$ cat src/rtl/poli_array_ctrl.sv
// Polymorphic-logic cell array: per-channel mode registers, registered outputs with a
// post-reconfiguration settle window, and a built-in truth-table characterisation sweep.
module poli_array_ctrl #(
    parameter int CH     = 4,
    parameter int SETTLE = 3
) (
    input  logic                  clk,
    input  logic                  n_rst,
    input  logic                  cfg_wr,
    input  logic [$clog2(CH)-1:0] cfg_ch,
    input  logic [1:0]            cfg_mode,
    output logic                  cfg_err,
    input  logic [CH-1:0]         a,
    input  logic [CH-1:0]         b,
    output logic [CH-1:0]         x,
    output logic [CH-1:0]         x_valid,
    input  logic                  char_start,
    input  logic [$clog2(CH)-1:0] char_ch,
    output logic                  char_busy,
    output logic                  char_done,
    output logic [15:0]           char_tt
);

    localparam int CW   = $clog2(CH);
    localparam int SW   = $clog2(SETTLE + 1);
    localparam int CMAX = (SETTLE > 4) ? SETTLE : 4;
    localparam int CNTW = $clog2(CMAX);

    typedef enum logic [2:0] {
        ST_IDLE,
        ST_SETTLE,
        ST_SWEEP,
        ST_DRAIN,
        ST_RESTORE,
        ST_DONE
    } state_e;

    state_e            state_q, state_d;
    logic [CNTW-1:0]   cnt_q, cnt_d;
    logic [1:0]        m_q, m_d;
    logic [CW-1:0]     ch_q, ch_d;
    logic [1:0]        saved_q, saved_d;
    logic [15:0]       tt_q, tt_d;
    logic              cap_pend_q, cap_pend_d;
    logic [3:0]        cap_idx_q, cap_idx_d;
    logic              busy_q, busy_d;
    logic              done_q, done_d;
    logic              err_q, err_d;
    logic [1:0]        mode_q [CH];
    logic [1:0]        mode_d [CH];
    logic [SW-1:0]     settle_q [CH];
    logic [SW-1:0]     settle_d [CH];
    logic [CH-1:0]     x_q, x_d;
    logic [CH-1:0]     x_valid_q, x_valid_d;

    logic              char_go;
    logic              cfg_ok;
    logic              mode_wr;
    logic [CW-1:0]     mode_wr_ch;
    logic [1:0]        mode_wr_val;
    logic [CH-1:0]     in_a, in_b;

    function automatic logic cell_f(input logic [1:0] m, input logic ai, input logic bi);
        case (m)
            2'b00:   return ~(ai | bi);
            2'b01:   return ~(ai & bi);
            2'b10:   return ai;
            default: return ai ^ bi;
        endcase
    endfunction

    always_comb begin
        state_d     = state_q;
        cnt_d       = cnt_q;
        m_d         = m_q;
        ch_d        = ch_q;
        saved_d     = saved_q;
        tt_d        = tt_q;
        cap_pend_d  = 1'b0;
        cap_idx_d   = cap_idx_q;
        done_d      = 1'b0;
        mode_wr     = 1'b0;
        mode_wr_ch  = ch_q;
        mode_wr_val = 2'b00;
        in_a        = a;
        in_b        = b;

        // char_start has priority: a coincident cfg_wr is always rejected
        char_go = char_start && (state_q == ST_IDLE) && (int'(char_ch) < CH);
        cfg_ok  = cfg_wr && !char_start && (state_q == ST_IDLE) && (int'(cfg_ch) < CH);
        err_d   = cfg_wr && !cfg_ok;

        if (cap_pend_q) begin
            for (int c = 0; c < CH; c++) begin
                if (int'(ch_q) == c) tt_d[cap_idx_q] = x_q[c];
            end
        end

        case (state_q)
            ST_IDLE: begin
                if (char_go) begin
                    state_d     = ST_SETTLE;
                    cnt_d       = '0;
                    m_d         = 2'b00;
                    ch_d        = char_ch;
                    tt_d        = '0;
                    mode_wr     = 1'b1;
                    mode_wr_ch  = char_ch;
                    mode_wr_val = 2'b00;
                    for (int c = 0; c < CH; c++) begin
                        if (int'(char_ch) == c) saved_d = mode_q[c];
                    end
                end
            end
            ST_SETTLE: begin
                if (cnt_q == CNTW'(SETTLE - 1)) begin
                    state_d = ST_SWEEP;
                    cnt_d   = '0;
                end else begin
                    cnt_d = cnt_q + CNTW'(1);
                end
            end
            ST_SWEEP: begin
                // x for combo i registers this edge and is captured on the next one
                cap_pend_d = 1'b1;
                cap_idx_d  = {m_q, cnt_q[1:0]};
                if (cnt_q == CNTW'(3)) begin
                    state_d = ST_DRAIN;
                    cnt_d   = '0;
                end else begin
                    cnt_d = cnt_q + CNTW'(1);
                end
            end
            ST_DRAIN: begin
                mode_wr = 1'b1;
                cnt_d   = '0;
                if (m_q == 2'b11) begin
                    state_d     = ST_RESTORE;
                    mode_wr_val = saved_q;
                end else begin
                    state_d     = ST_SETTLE;
                    m_d         = m_q + 2'd1;
                    mode_wr_val = m_q + 2'd1;
                end
            end
            ST_RESTORE: begin
                if (cnt_q == CNTW'(SETTLE - 1)) begin
                    state_d = ST_DONE;
                    cnt_d   = '0;
                end else begin
                    cnt_d = cnt_q + CNTW'(1);
                end
            end
            ST_DONE: begin
                state_d = ST_IDLE;
                done_d  = 1'b1;
            end
            default: state_d = ST_IDLE;
        endcase

        busy_d = (state_d != ST_IDLE);

        for (int c = 0; c < CH; c++) begin
            mode_d[c]   = mode_q[c];
            settle_d[c] = (settle_q[c] != '0) ? settle_q[c] - SW'(1) : settle_q[c];
            if (cfg_ok && (int'(cfg_ch) == c) && (cfg_mode != mode_q[c])) begin
                mode_d[c]   = cfg_mode;
                settle_d[c] = SW'(SETTLE);
            end
            if (mode_wr && (int'(mode_wr_ch) == c)) mode_d[c] = mode_wr_val;

            // the channel under characterisation sees the sweep pattern, never external inputs
            if ((state_q != ST_IDLE) && (int'(ch_q) == c)) begin
                in_a[c] = (state_q == ST_SWEEP) && cnt_q[0];
                in_b[c] = (state_q == ST_SWEEP) && cnt_q[1];
            end
            x_d[c]       = cell_f(mode_q[c], in_a[c], in_b[c]);
            x_valid_d[c] = (settle_d[c] == '0) && !(busy_d && (int'(ch_d) == c));
        end
    end

    always_ff @(posedge clk or negedge n_rst) begin
        if (!n_rst) begin
            state_q    <= ST_IDLE;
            cnt_q      <= '0;
            m_q        <= 2'b00;
            ch_q       <= '0;
            saved_q    <= 2'b00;
            tt_q       <= '0;
            cap_pend_q <= 1'b0;
            cap_idx_q  <= '0;
            busy_q     <= 1'b0;
            done_q     <= 1'b0;
            err_q      <= 1'b0;
            x_q        <= '0;
            x_valid_q  <= '1;
            for (int c = 0; c < CH; c++) begin
                mode_q[c]   <= 2'b01;
                settle_q[c] <= '0;
            end
        end else begin
            state_q    <= state_d;
            cnt_q      <= cnt_d;
            m_q        <= m_d;
            ch_q       <= ch_d;
            saved_q    <= saved_d;
            tt_q       <= tt_d;
            cap_pend_q <= cap_pend_d;
            cap_idx_q  <= cap_idx_d;
            busy_q     <= busy_d;
            done_q     <= done_d;
            err_q      <= err_d;
            x_q        <= x_d;
            x_valid_q  <= x_valid_d;
            for (int c = 0; c < CH; c++) begin
                mode_q[c]   <= mode_d[c];
                settle_q[c] <= settle_d[c];
            end
        end
    end

    assign cfg_err   = err_q;
    assign x         = x_q;
    assign x_valid   = x_valid_q;
    assign char_busy = busy_q;
    assign char_done = done_q;
    assign char_tt   = tt_q;

endmodule

$ cat config.mk
export PLATFORM = sky130hd
export DESIGN_NAME = poli_array_ctrl
export DESIGN_NICKNAME = d
export VERILOG_FILES = /design/src/rtl/poli_array_ctrl.sv
export SDC_FILE = /design/constraint.sdc
export NUM_CORES = 1
export LEC_CHECK = 0
export CORE_MARGIN = 1
export CORE_UTILIZATION = 58
export CTS_BUF_LIST = sky130_fd_sc_hd__clkbuf_8
export DETAILED_ROUTE_END_ITERATION = 8
export GPL_ROUTABILITY_DRIVEN = 0
export PLACE_DENSITY = 0.84
export SLEW_MARGIN = 15
export SYNTH_ARGS = -nofsm -noshare
export SYNTH_HDL_FRONTEND = slang
export SYNTH_SLANG_ARGS = --single-unit
$ cat constraint.sdc
create_clock -name clk -period 2.97 [get_ports clk]
set_input_delay 0.594 -clock clk [delete_from_list [all_inputs] [get_ports clk]]
set_output_delay 0.594 -clock clk [all_outputs]
set_load 0.03 [all_outputs]
==> README.md, run 1 <==
| Parameter | This run | Unit |
|---|---|---|
| Maximum resistive drop on vdd | 0.497 | mV |
| Number of filler instances in the final layout | 475 | - |
| Wire length of the first global-routing pass | 15.7 | mm |
| Stage-log warning count | 33 | - |
| Longest individual stage delay on the worst path | 560 | ps |
| Finished layout cell area | 4590 | µm² |
| Placed insts | 479 | - |
| Seq share, synth | 39.1 | % |
| Critical path cell sequence | or3_1 -> nand3_1 -> mux2_2 -> inv_1 -> ha_1 -> mux4_2 | - |
| # port buffers | 44 | - |
| Worst-margin pin slew | 750 | ps |
| Largest net degree at the start of global routing | 60 | - |
| Final WL | 9.26 | mm |
| Setup repair after global routing missed its margin | false | - |
| Cell Area, Placed | 4370 | µm² |
| Number of clock buffers inserted by TritonCTS | 9 | - |
| Number of cell instances after yosys synthesis | 363 | - |
| Required time of the worst setup path | 3190 | ps |
| Post-layout instance count excluding filler cells | 495 | - |
| Kind of capture point of the worst setup path | flip-flop | - |
| Type of the tightest min-delay check | primary input to async pin | - |
| Number of buffers on the longest clock path | 2 | - |
| Vias in the first global route | 3269 | - |
| Top cell type by instance count after synthesis | sky130_fd_sc_hd__dfrtp_1 | - |
| Data arrival, critical path | 2700 | ps |
| Combined area of the multi-input logic cells | 2130 | µm² |
| Commonest flop | sky130_fd_sc_hd__dfrtp_1 | - |
| Final period util | 83.8 | % |
| HPWL after DPL | 6.19 | mm |
| Total number of nets in the final design | 444 | - |
| Placeable Area | 6350 | µm² |
| Top cells by count, synth | sky130_fd_sc_hd__dfrtp_1, sky130_fd_sc_hd__nand2b_1, sky130_fd_sc_hd__nor2b_1 | - |
| Share of final-layout standard cells stronger than drive strength 1 | 18.7 | % |
| Clock tree root buffer cell | sky130_fd_sc_hd__clkbuf_8 | - |
| Power per Cell Area | 947 | nW/µm² |
| Final Hold Viols | 0 | - |
| Initial antenna violation count | 0 | - |
| Average footprint of a synthesized cell | 10.5 | µm² |
| Via density per instance | 6.65 | - |
| Run status | complete, no violations | - |
| Maximum achievable frequency | 402 | MHz |
| Final number of setup-violating endpoints | 0 | - |
| DR pass1 iterations | 6 | - |
| Number of buffers inserted to repair setup after CTS | 0 | - |
| Remaining antenna violation count after routing | 0 | - |
| Footprint of the flip-flops and latches | 1490 | µm² |
| Clock Sinks | 59 | - |
| Minimum period implied by the final worst setup slack | 2490 | ps |
| Cell area after synthesis | 3800 | µm² |
| Iter 0 DRT Violations | 231 | - |
| FP Core Util | 59.8 | % |
| Tally of max-capacitance violations | 0 | - |
| Post-layout total power | 4.35 | mW |
| Ys async rst share | 100 | % |
| Clk_skew | 7.09 | ps |
| Leakage Power | 1.88 | nW |
| Gate count of the mapped netlist | 363 | - |
| DRC violation count after routing | 0 | - |
| Die Span X | 82.9 | µm |
| Layout-stage area growth over the synthesis result | 20.7 | % |
[run 1: logic make-up after synthesis]
kind of cell             Yosys count  share of synthesized area [%]
flip-flops                        59                           39.1
AND/OR/NAND/NOR                  114                           19.8
buffers and inverters             45                           4.77
XOR/XNOR                           9                           2.07
AND-OR/OR-AND                    100                           21.5
adder cells (fa/ha/maj)           13                           4.28
multiplexers                      23                           8.50
[run 1: metrics by stage]
stage          utilization [%]  setup WS [ps]  hold WS, ps
3_5_place_dp              68.8            413          417
3_3_place_gp              68.8            471          412
6_report                  72.3            482          382
4_1_cts                   72.3            485          423
5_1_grt                   72.3            429          440
2_1_floorplan                -            649          298
[run 1: final cells by class]
cell class,instances,share of cell area [%]
Multi-Input combinational cell,259,46.5
Tap cell,77,2.10
Clock inverter,7,2.02
Inverter,21,1.72
Timing Repair Buffer,63,12.6
Sequential cell,59,32.4
Clock buffer,9,2.70
[run 1: power breakdown]
group / switching [mW] / internal, mW
logic: 1.14 / 0.951
clock network: 0.346 / 0.468
registers: 0.381 / 1.06
[run 1: critical path, delay by kind of cell (launching register included)]
kind / cells / cell delay, ps
simple gates: 2 / 760
flops: 1 / 460
buf+inv: 1 / 70
fa+ha+maj: 1 / 220
mux: 2 / 840
[run 1: metal layers]
metal  track usage (%)  wire [µm]
met4              13.9        229
met2              45.2       4510
met3              4.97        686
met5                 0          0
met1              37.9       3840
[run 1: path summary, 6_finish.rpt]
check | cells after the start | to | from | slack [ps]
max in group asynchronous | 2 | ch_q[0]$_DFF_PN0_ | n_rst | 2080
min in group clk | 1 | x_valid[3]$_DFF_PN1_ | settle_q[1]$_DFF_PN0_ | 430
min | 2 | char_tt[9]$_DFF_PN0_ | n_rst | 380
max | 6 | x[3]$_DFF_PN0_ | state_q[2]$_DFF_PN0_ | 480
min reg2reg | 1 | x_valid[3]$_DFF_PN1_ | settle_q[1]$_DFF_PN0_ | 430
max reg2reg | 6 | x[3]$_DFF_PN0_ | state_q[2]$_DFF_PN0_ | 480
[run 1: registers in the layout, indices dropped and copies added (netlist names)]
signal	flops
cfg_err	1
char_busy	1
saved_q	2
char_done	1
settle_q	8
state_q	3
cnt_q	2
x	4
x_valid	4
ch_q	2
cap_idx_q	4
m_q	2
mode_q	8
char_tt	16
cap_pend_q	1
[run 1: placed cells by master, fill, tap and decap left out, types with 12 or more instances in the layout]
| master | count |
|---|---|
| sky130_fd_sc_hd__a221oi_1 | 16 |
| sky130_fd_sc_hd__mux2_2 | 14 |
| sky130_fd_sc_hd__o32ai_1 | 16 |
| sky130_fd_sc_hd__dfrtp_1 | 51 |
| sky130_fd_sc_hd__buf_4 | 19 |
| sky130_fd_sc_hd__nand2b_1 | 24 |
| sky130_fd_sc_hd__nor2b_1 | 23 |
| sky130_fd_sc_hd__clkdlybuf4s50_1 | 43 |
| sky130_fd_sc_hd__ha_1 | 13 |
| sky130_fd_sc_hd__a22o_1 | 12 |
| sky130_fd_sc_hd__inv_1 | 20 |
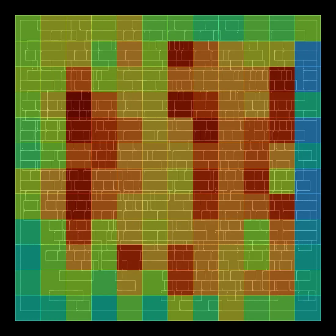
(run_1/congestion.png)
post-layout util: 72.3%
met3 usage in global routing: 4.97%
global router's overall resource usage: 28.5%
routed len/inst: 18.7 µm
GR met1 Demand/Resource: 37.9%

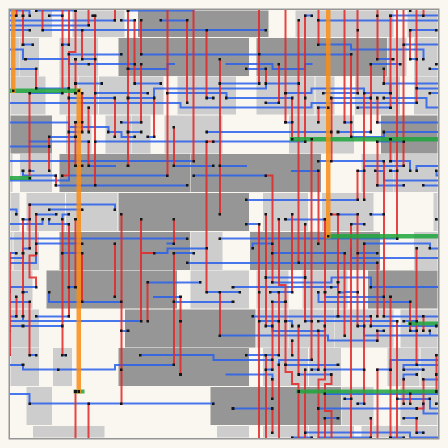
(run_1/detail.png)
Window x 26 to 56, y 10 to 40 µm. Cells in grey, sequential cells in the stronger grey; small squares are vias.
Key: metal 1 = blue; metal 4 = orange; metal 3 = green; metal 2 = red
Sequential cells in the window: 13. 60 logic cells have their middle in the window. Most frequent: dfrtp_1 (13), nor2b_1 (7), mux2_2 (5). Netlist names of flops here include cap_idx_q (4), char_tt (3), cnt_q (2).

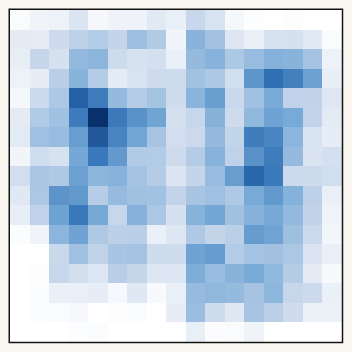
(run_1/metal_density.png)
Scale: 4 px per µm. The die is cut into 17 by 17 equal tiles; white is low, dark blue is high, scaled to the fullest tile. Values are wire area over tile area, all layers added.
The fullest tile reaches 0.79. The mean over all tiles is 0.22. The emptiest ninth of the die: bottom left. 9.7% of the tiles are nearly empty. 14% of the tiles are over half the peak.

==> run 2, diff against run 1 <==
==> constraint.sdc (replaced) <==
create_clock -name clk -period 2.55 [get_ports clk]
set_input_delay 0.51 -clock clk [delete_from_list [all_inputs] [get_ports clk]]
set_output_delay 0.51 -clock clk [all_outputs]
set_load 0.03 [all_outputs]
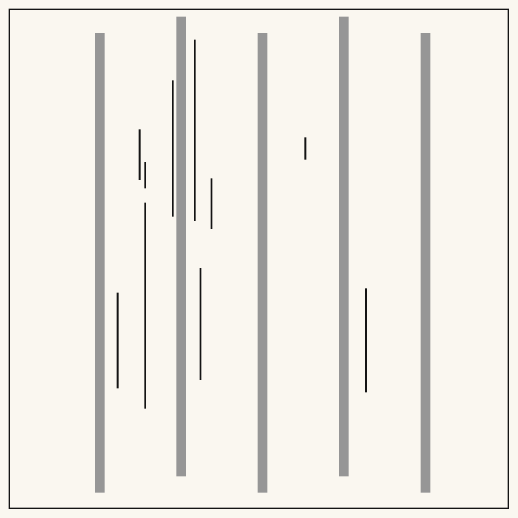
(run_2/layer_met4.png)
Scale: 6 px per µm. Supply wires on this layer in grey.
The longest straight run is 34.0 µm. 9 nets have wire on it. The wires run mostly vertical. The layer carries 161 µm of wire. The layer holds 1.7% of the routed length.

==> README.md, run 2 <==
| Parameter | This run | Unit |
|---|---|---|
| Run status | complete, no violations | - |
| Clock tree from TritonCTS | done | - |
| Cell area after synthesis | 3800 | µm² |
| Combined area of the multi-input logic cells | 2130 | µm² |
| Clk_skew | 10.5 | ps |
| Kind of capture point of the worst setup path | flip-flop | - |
| Global router's overall resource usage | 29.3 | % |
| Footprint of the flip-flops and latches | 1490 | µm² |
| Final WL | 9.61 | mm |
| Worst-margin pin slew | 672 | ps |
| Clock Sinks | 59 | - |
| GR met1 Demand/Resource | 39.0 | % |
| Top cell type by instance count after synthesis | sky130_fd_sc_hd__dfrtp_1 | - |
| Total number of nets in the final design | 447 | - |
| Most crowded layer after global routing | met2 | - |
| Critical path cell sequence | nor3_1 -> buf_4 -> nor3b_1 -> mux2_2 -> inv_1 -> ha_1 -> mux4_2 | - |
| Share of final-layout standard cells stronger than drive strength 1 | 19.2 | % |
| Top cells by count, synth | sky130_fd_sc_hd__dfrtp_1, sky130_fd_sc_hd__nand2b_1, sky130_fd_sc_hd__nor2b_1 | - |
| Switching Fraction | 42.2 | % |
| FP Core Util | 59.8 | % |
| Final number of setup-violating endpoints | 0 | - |
| Placeable Area | 6350 | µm² |
| Most common library cell in the layout ignoring fill and taps | sky130_fd_sc_hd__dfrtp_1 | - |
| Final Hold Viols | 0 | - |
| Final critical-path setup slack | 160 | ps |
| Maximum achievable frequency | 418 | MHz |
| DR pass1 iterations | 7 | - |
| Longest individual stage delay on the worst path | 520 | ps |
| Die Span X | 82.9 | µm |
| Number of storage elements in the synthesis netlist | 59 | - |
| DRC violation count after routing | 0 | - |
| Type of the tightest min-delay check | primary input to async pin | - |
| Ys async rst share | 100 | % |
| Comb power frac | 48.1 | % |
| Commonest flop | sky130_fd_sc_hd__dfrtp_1 | - |
| Maximum resistive drop on vdd | 0.603 | mV |
| Tally of max-capacitance violations | 0 | - |
| Number of flip-flops under the largest register name | 16 | - |
| Place WS | 79.2 | ps |
| Number of buffers on the longest clock path | 2 | - |
| Number of cell instances after yosys synthesis | 363 | - |
| Layout-stage area growth over the synthesis result | 22.6 | % |
| Initial antenna violation count | 0 | - |
| Number of filler instances in the final layout | 441 | - |
| Post-layout total power | 5.27 | mW |
| Required time of the worst setup path | 2770 | ps |
| Seq share, synth | 39.1 | % |
| Minimum period implied by the final worst setup slack | 2390 | ps |
| Met2 GRT Util | 47.2 | % |
| Most frequent cells in the layout | sky130_fd_sc_hd__dfrtp_1, sky130_fd_sc_hd__clkdlybuf4s50_1, sky130_fd_sc_hd__nand2b_1 | - |
| Stage-log warning count | 33 | - |
| Critical register-to-register path startpoint | state_q[0]$_DFF_PN0_ | - |
| Number of clock buffers inserted by TritonCTS | 9 | - |
| Final period util | 93.7 | % |
| Portion of total power attributed to sequential cells | 31.9 | % |
| Clock network power share | 20.0 | % |
| Cell taking the most area after synthesis | sky130_fd_sc_hd__dfrtp_1 | - |
| Largest net degree at the start of global routing | 60 | - |
| Met3 usage in global routing | 5.07 | % |
| Worst setup path endpoint | x[2]$_DFF_PN0_ | - |
| Remaining antenna violation count after routing | 0 | - |
| Wire length of the first global-routing pass | 15.9 | mm |
| Power per Cell Area | 1130 | nW/µm² |
| Gate count of the mapped netlist | 363 | - |
| HPWL after DPL | 6.53 | mm |
| Via density per instance | 6.64 | - |
| Cell internal power dissipation | 3.04 | mW |
| Origin of the worst setup path | state_q[0]$_DFF_PN0_ | - |
| Clock tree root buffer cell | sky130_fd_sc_hd__clkbuf_8 | - |
| Average footprint of a synthesized cell | 10.5 | µm² |
| Worst R2R Setup Slack | 160 | ps |
| Iter 0 DRT Violations | 245 | - |
| Worst Reg2Reg Path Length in Cells | 7 | - |
| Leakage Power | 1.92 | nW |
| Routed len/inst | 19.3 | µm |
| Vias in the first global route | 3183 | - |
| # port buffers | 44 | - |
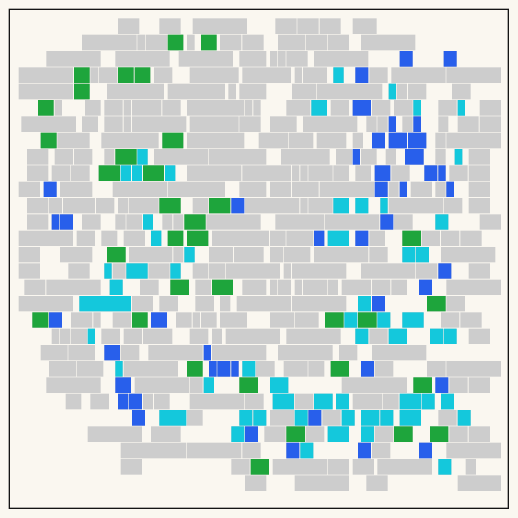
(run_2/logic_types.png)
Scale: 6 px per µm.
Key: nand cells = blue [cells 45, most used nand2b_1]; nor cells = cyan [cells 58, most used nor2b_1]; non-inverting ao/oa cells = green [cells 34, most used a22o_1, where spread over the die]

-- run 2: cell count changes in the layout (fill, tap and decap cells not counted) --
cell,change
sky130_fd_sc_hd__buf_12,+2
sky130_fd_sc_hd__clkinvlp_4,-2
sky130_fd_sc_hd__buf_4,+1
sky130_fd_sc_hd__bufinv_16,+1
sky130_fd_sc_hd__clkinv_4,+1
-- run 2: worst max-delay path, delay by kind of cell (launching register included) --
family | cells | cell delay, ps
adder cells (fa/ha/maj) | 1 | 240
buffers and inverters | 2 | 250
flip-flops | 1 | 520
multiplexers | 2 | 880
AND/OR/NAND/NOR | 2 | 380
-- run 2: cell type report --
| class | count | share of cell area, % |
|---|---|---|
| clock buffers | 9 | 2.66 |
| multi-input cells | 259 | 45.8 |
| repair buffers | 66 | 13.4 |
| flip-flops and latches | 59 | 31.9 |
| clock inverters | 7 | 2.50 |
| well taps | 77 | 2.07 |
| inverters | 21 | 1.69 |
-- run 2: stage by stage --
step | hold WS (ps) | cells | area, µm² | utilization [%]
2_1_floorplan | 214 | 363 | 3800 | -
3_3_place_gp | 410 | 482 | 4420 | 69.6
3_5_place_dp | 409 | 482 | 4420 | 69.6
4_1_cts | 171 | 498 | 4660 | 73.4
5_1_grt | 172 | 498 | 4660 | 73.4
6_report | 153 | 498 | 4660 | 73.4
-- run 2: cell families (layout without fill, tap and decap cells) --
| kind of cell | Yosys count | after routing | synth area share [%] |
|---|---|---|---|
| flip-flops | 59 | 59 | 39.1 |
| adder cells (fa/ha/maj) | 13 | 13 | 4.28 |
| AND-OR/OR-AND | 100 | 100 | 21.5 |
| multiplexers | 23 | 23 | 8.50 |
| XOR/XNOR | 9 | 9 | 2.07 |
| buffers and inverters | 45 | 103 | 4.77 |
| AND/OR/NAND/NOR | 114 | 114 | 19.8 |
-- run 2: metal layers --
metal | routed length [µm] | vias up | share of wire, %
li1 | - | 1493 | -
met1 | 4010 | 1611 | 42
met2 | 4750 | 181 | 49
met3 | 682 | 23 | 7.1
met4 | 161 | 0 | 1.7
met5 | 0 | - | 0
-- run 2: worst min path at each step --
| stage | from | to | slack (ps) |
|---|---|---|---|
| 3_3_place_gp | settle_q[7]$_DFF_PN0_ | x_valid[0]$_DFF_PN1_ | 410 |
| 3_5_place_dp | settle_q[7]$_DFF_PN0_ | x_valid[0]$_DFF_PN1_ | 410 |
| 4_1_cts | n_rst | char_tt[9]$_DFF_PN0_ | 170 |
| 2_1_floorplan | n_rst | cap_idx_q[0]$_DFFE_PN0P_ | 210 |
| 6_report | n_rst | char_tt[9]$_DFF_PN0_ | 150 |
| 5_1_grt | n_rst | char_tt[9]$_DFF_PN0_ | 170 |
-- run 2: power by group through the flow --
stage / Sequential [mW] / Combinational (mW) / Clock (mW)
6_report: 1.68 / 2.53 / 1.05
5_1_grt: 1.72 / 2.70 / 1.11
4_1_cts: 1.67 / 2.51 / 1.06
3_5_place_dp: 1.68 / 2.49 / 0
3_3_place_gp: 1.66 / 2.40 / 0
2_1_floorplan: 1.72 / 1.57 / 0
==> run 3, diff against run 2 <==
--- a/config.mk
+++ b/config.mk
@@ -11,6 +11,7 @@
 export DETAILED_ROUTE_END_ITERATION = 8
 export GPL_ROUTABILITY_DRIVEN = 0
 export PLACE_DENSITY = 0.84
+export SETUP_SLACK_MARGIN = 0.4
 export SLEW_MARGIN = 15
 export SYNTH_ARGS = -nofsm -noshare
 export SYNTH_HDL_FRONTEND = slang
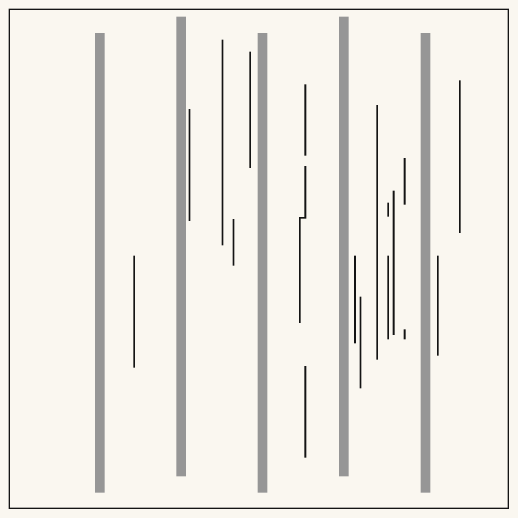
(run_3/layer_met4.png)
Scale: 6 px per µm. Supply wires on this layer in grey.
The layer holds 3.0% of the routed length. The wires run mostly vertical. 17 nets have wire on it. The longest straight run is 42.2 µm.

==> README.md, run 3 <==
| Parameter | This run | Unit |
|---|---|---|
| Clock tree from TritonCTS | done | - |
| Maximum achievable frequency | 464 | MHz |
| Via density per instance | 6.72 | - |
| Clock tree root buffer cell | sky130_fd_sc_hd__clkbuf_8 | - |
| Vias in the first global route | 3459 | - |
| Share of final-layout standard cells stronger than drive strength 1 | 27.8 | % |
| Required time of the worst setup path | 2760 | ps |
| Remaining antenna violation count after routing | 0 | - |
| Largest net degree at the start of global routing | 40 | - |
| Cell taking the most area after synthesis | sky130_fd_sc_hd__dfrtp_1 | - |
| H-tree depth | 3 | - |
| Largest cells by area | sky130_fd_sc_hd__dfrtp_1, sky130_fd_sc_hd__dfstp_2, sky130_fd_sc_hd__ha_1, sky130_fd_sc_hd__mux2_2, sky130_fd_sc_hd__nand2b_1 | - |
| Place WS | 73.5 | ps |
| Iter 0 DRT Violations | 311 | - |
| # rows | 29 | - |
| Post-Synth Simple-Gate Area | 19.8 | % |
| Worst relative slew slack | 47.6 | % |
| DR pass1 iterations | 5 | - |
| # port buffers | 44 | - |
| Number of filler instances in the final layout | 376 | - |
| Latency at later pin | 340 | ps |
| Post-Route Hold Slack | 133 | ps |
| Crit path kind | flip-flop to flip-flop | - |
| Synth logic family | AND-OR/OR-AND gates | - |
| Synthesis warning total | 0 | - |
| Total number of nets in the final design | 458 | - |
| Number of different library cells in the post-synthesis netlist | 53 | - |
| Boundary pin count | 45 | - |
| GRT Residual Overflow | 0 | - |
| Number of flip-flops under the largest register name | 16 | - |
| Kind of capture point of the worst setup path | flip-flop | - |
| Die Span X | 82.9 | µm |
| Area figure in the yosys stat output | 3800 | µm² |
| DRC violation count after routing | 0 | - |
| Seq share, synth | 39.1 | % |
| Via Count | 3420 | - |
| Final period util | 84.6 | % |
| Average footprint of a synthesized cell | 10.5 | µm² |
| Maximum resistive drop on vdd | 0.831 | mV |
| Gate count of the mapped netlist | 363 | - |
| Tally of max-capacitance violations | 0 | - |
| Worst-path clk slew | 70 | ps |
| Power per Cell Area | 1140 | nW/µm² |
| Most frequent cells in the layout | sky130_fd_sc_hd__dfrtp_1, sky130_fd_sc_hd__clkdlybuf4s50_1, sky130_fd_sc_hd__buf_4 | - |
| Final number of setup-violating endpoints | 0 | - |
| Data arrival, critical path | 2370 | ps |
| Post-Synth AOI/OAI Area | 21.5 | % |
| Share of Yosys cell area claimed by the top area cell type | 33.6 | % |
| Adder Area Share | 4.28 | % |
| Type of the tightest min-delay check | primary input to async pin | - |
| Wire length of the first global-routing pass | 16.4 | mm |
| Clock Sinks | 59 | - |
| FP Core Util | 59.8 | % |
| Final TNS setup | 0 | ps |
| Post-synthesis share of cell area spent on xor and xnor gates | 2.07 | % |
| Nature of the critical path startpoint | flip-flop | - |
| Number of clock buffers inserted by TritonCTS | 9 | - |
| Final number of max-transition violations | 0 | - |
| Run status | complete, no violations | - |
| Antenna Cells | 0 | - |
| Die Size | 6880 | µm² |
| Critical Path Fanout Max | 5 | - |
| Clk_skew | 6.39 | ps |
| Y dimension of the die | 82.9 | µm |
| Initial antenna violation count | 0 | - |
| Top cell type by instance count after synthesis | sky130_fd_sc_hd__dfrtp_1 | - |
| Top cells by count, synth | sky130_fd_sc_hd__dfrtp_1, sky130_fd_sc_hd__nand2b_1, sky130_fd_sc_hd__nor2b_1 | - |
| Number of flops mapped to enable cells by yosys | 0 | - |
| Final critical-path setup slack | 393 | ps |
| Leakage Power | 2.02 | nW |
| Worst R2R Setup Slack | 390 | ps |
| Minimum period implied by the final worst setup slack | 2160 | ps |
| Synthesized Nets | 394 | - |
| Number of hold-repair buffers added at the cts stage | 0 | - |
| Most common library cell in the layout ignoring fill and taps | sky130_fd_sc_hd__dfrtp_1 | - |
| Ys async rst share | 100 | % |
| Placeable Area | 6350 | µm² |
| Proportion of synthesized area in mux cells | 8.50 | % |
| Layout-stage area growth over the synthesis result | 28.9 | % |
| Number of storage elements in the synthesis netlist | 59 | - |
| Setup repair after global routing missed its margin | true | - |
| Routed len/inst | 20.4 | µm |
| Final Hold Viols | 0 | - |
| Final WL | 10.4 | mm |
| Number of cell instances after yosys synthesis | 363 | - |
| Commonest flop | sky130_fd_sc_hd__dfrtp_1 | - |
| Stage-log warning count | 36 | - |
| Worst-margin pin slew | 783 | ps |
| HPWL after DPL | 6.75 | mm |
| Cell area after synthesis | 3800 | µm² |
| Number of buffers on the longest clock path | 2 | - |
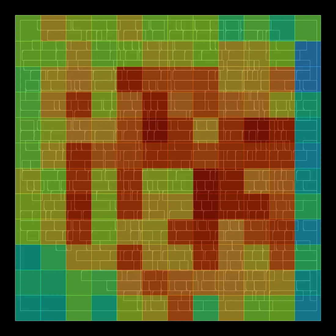
(run_3/congestion.png)
global router's overall resource usage: 29.8%
GR met1 Demand/Resource: 38.7%

run 3: cell counts after synthesis:
No cell type changed its count.
run 3: layout make-up:
type                    count  area [µm²]  area share (%)
repair buffers             77         713            14.6
multi-input cells         259        2270            46.3
flip-flops and latches     59        1490            30.5
clock buffers               9         124            2.53
inverters                  21        86.3            1.76
well taps                  77        96.3            1.97
clock inverters             7         116            2.38
run 3: cells by family after synthesis:
logic type / Yosys count
xor gates and xnor gates: 9
adders and majority gates: 13
buffers and inverters: 45
and+or+nand+nor: 114
DFF: 59
muxes: 23
AOI/OAI and AO/OA: 100
run 3: final timing paths:
check / startpoint / end / cells past startpoint
worst max register to register: state_q[2]$_DFF_PN0_ / x[3]$_DFF_PN0_ / 6
worst max-delay path: state_q[2]$_DFF_PN0_ / x[3]$_DFF_PN0_ / 6
max in group asynchronous: n_rst / mode_q[2]$_DFFE_PN1P_ / 2
min in group clk: settle_q[5]$_DFF_PN0_ / x_valid[1]$_DFF_PN1_ / 1
worst min-delay path: n_rst / char_tt[9]$_DFF_PN0_ / 1
worst min register to register: settle_q[5]$_DFF_PN0_ / x_valid[1]$_DFF_PN1_ / 1
run 3: metal layers:
layer  track usage (%)  wire, µm  part of all wire (%)  vias to the layer above
met4              13.8       311                   3.0                        0
li1                  -         -                     -                     1524
met5                 0         0                     0                        -
met1              38.7      4190                    40                     1676
met3              5.07       698                   6.7                       39
met2              48.7      5190                    50                      181
run 3: critical path, cell delays in order, from the launching register on:
cell	delay, ps
sky130_fd_sc_hd__dfrtp_2	460
sky130_fd_sc_hd__or3_4	430
sky130_fd_sc_hd__nand3_4	90
sky130_fd_sc_hd__mux2_4	340
sky130_fd_sc_hd__inv_4	70
sky130_fd_sc_hd__ha_4	190
sky130_fd_sc_hd__mux4_2	460
run 3: power breakdown:
| part | switching [mW] | internal, mW | leakage [nW] |
|---|---|---|---|
| registers | 0.462 | 1.24 | 0.757 |
| clock network | 0.393 | 0.647 | 0.119 |
| logic | 1.51 | 1.35 | 1.14 |
run 3: timing repair:
item	CTS	global route
pin swaps	2	6
gates resized	6	26
setup buffers	4	7
endpoints found under the setup margin	8	19
run 3: through the flow:
step                      util [%]  area, µm²  cells  power [mW]
after floorplan                  -       3860    363        3.37
after global placement        70.2       4460    482        4.09
after detailed placement      70.2       4460    482        4.19
after CTS                     74.6       4740    502        5.32
after global routing          77.1       4900    509        5.86
final                         77.1       4900    509        5.61
Power and IR drop assume default switching activity.
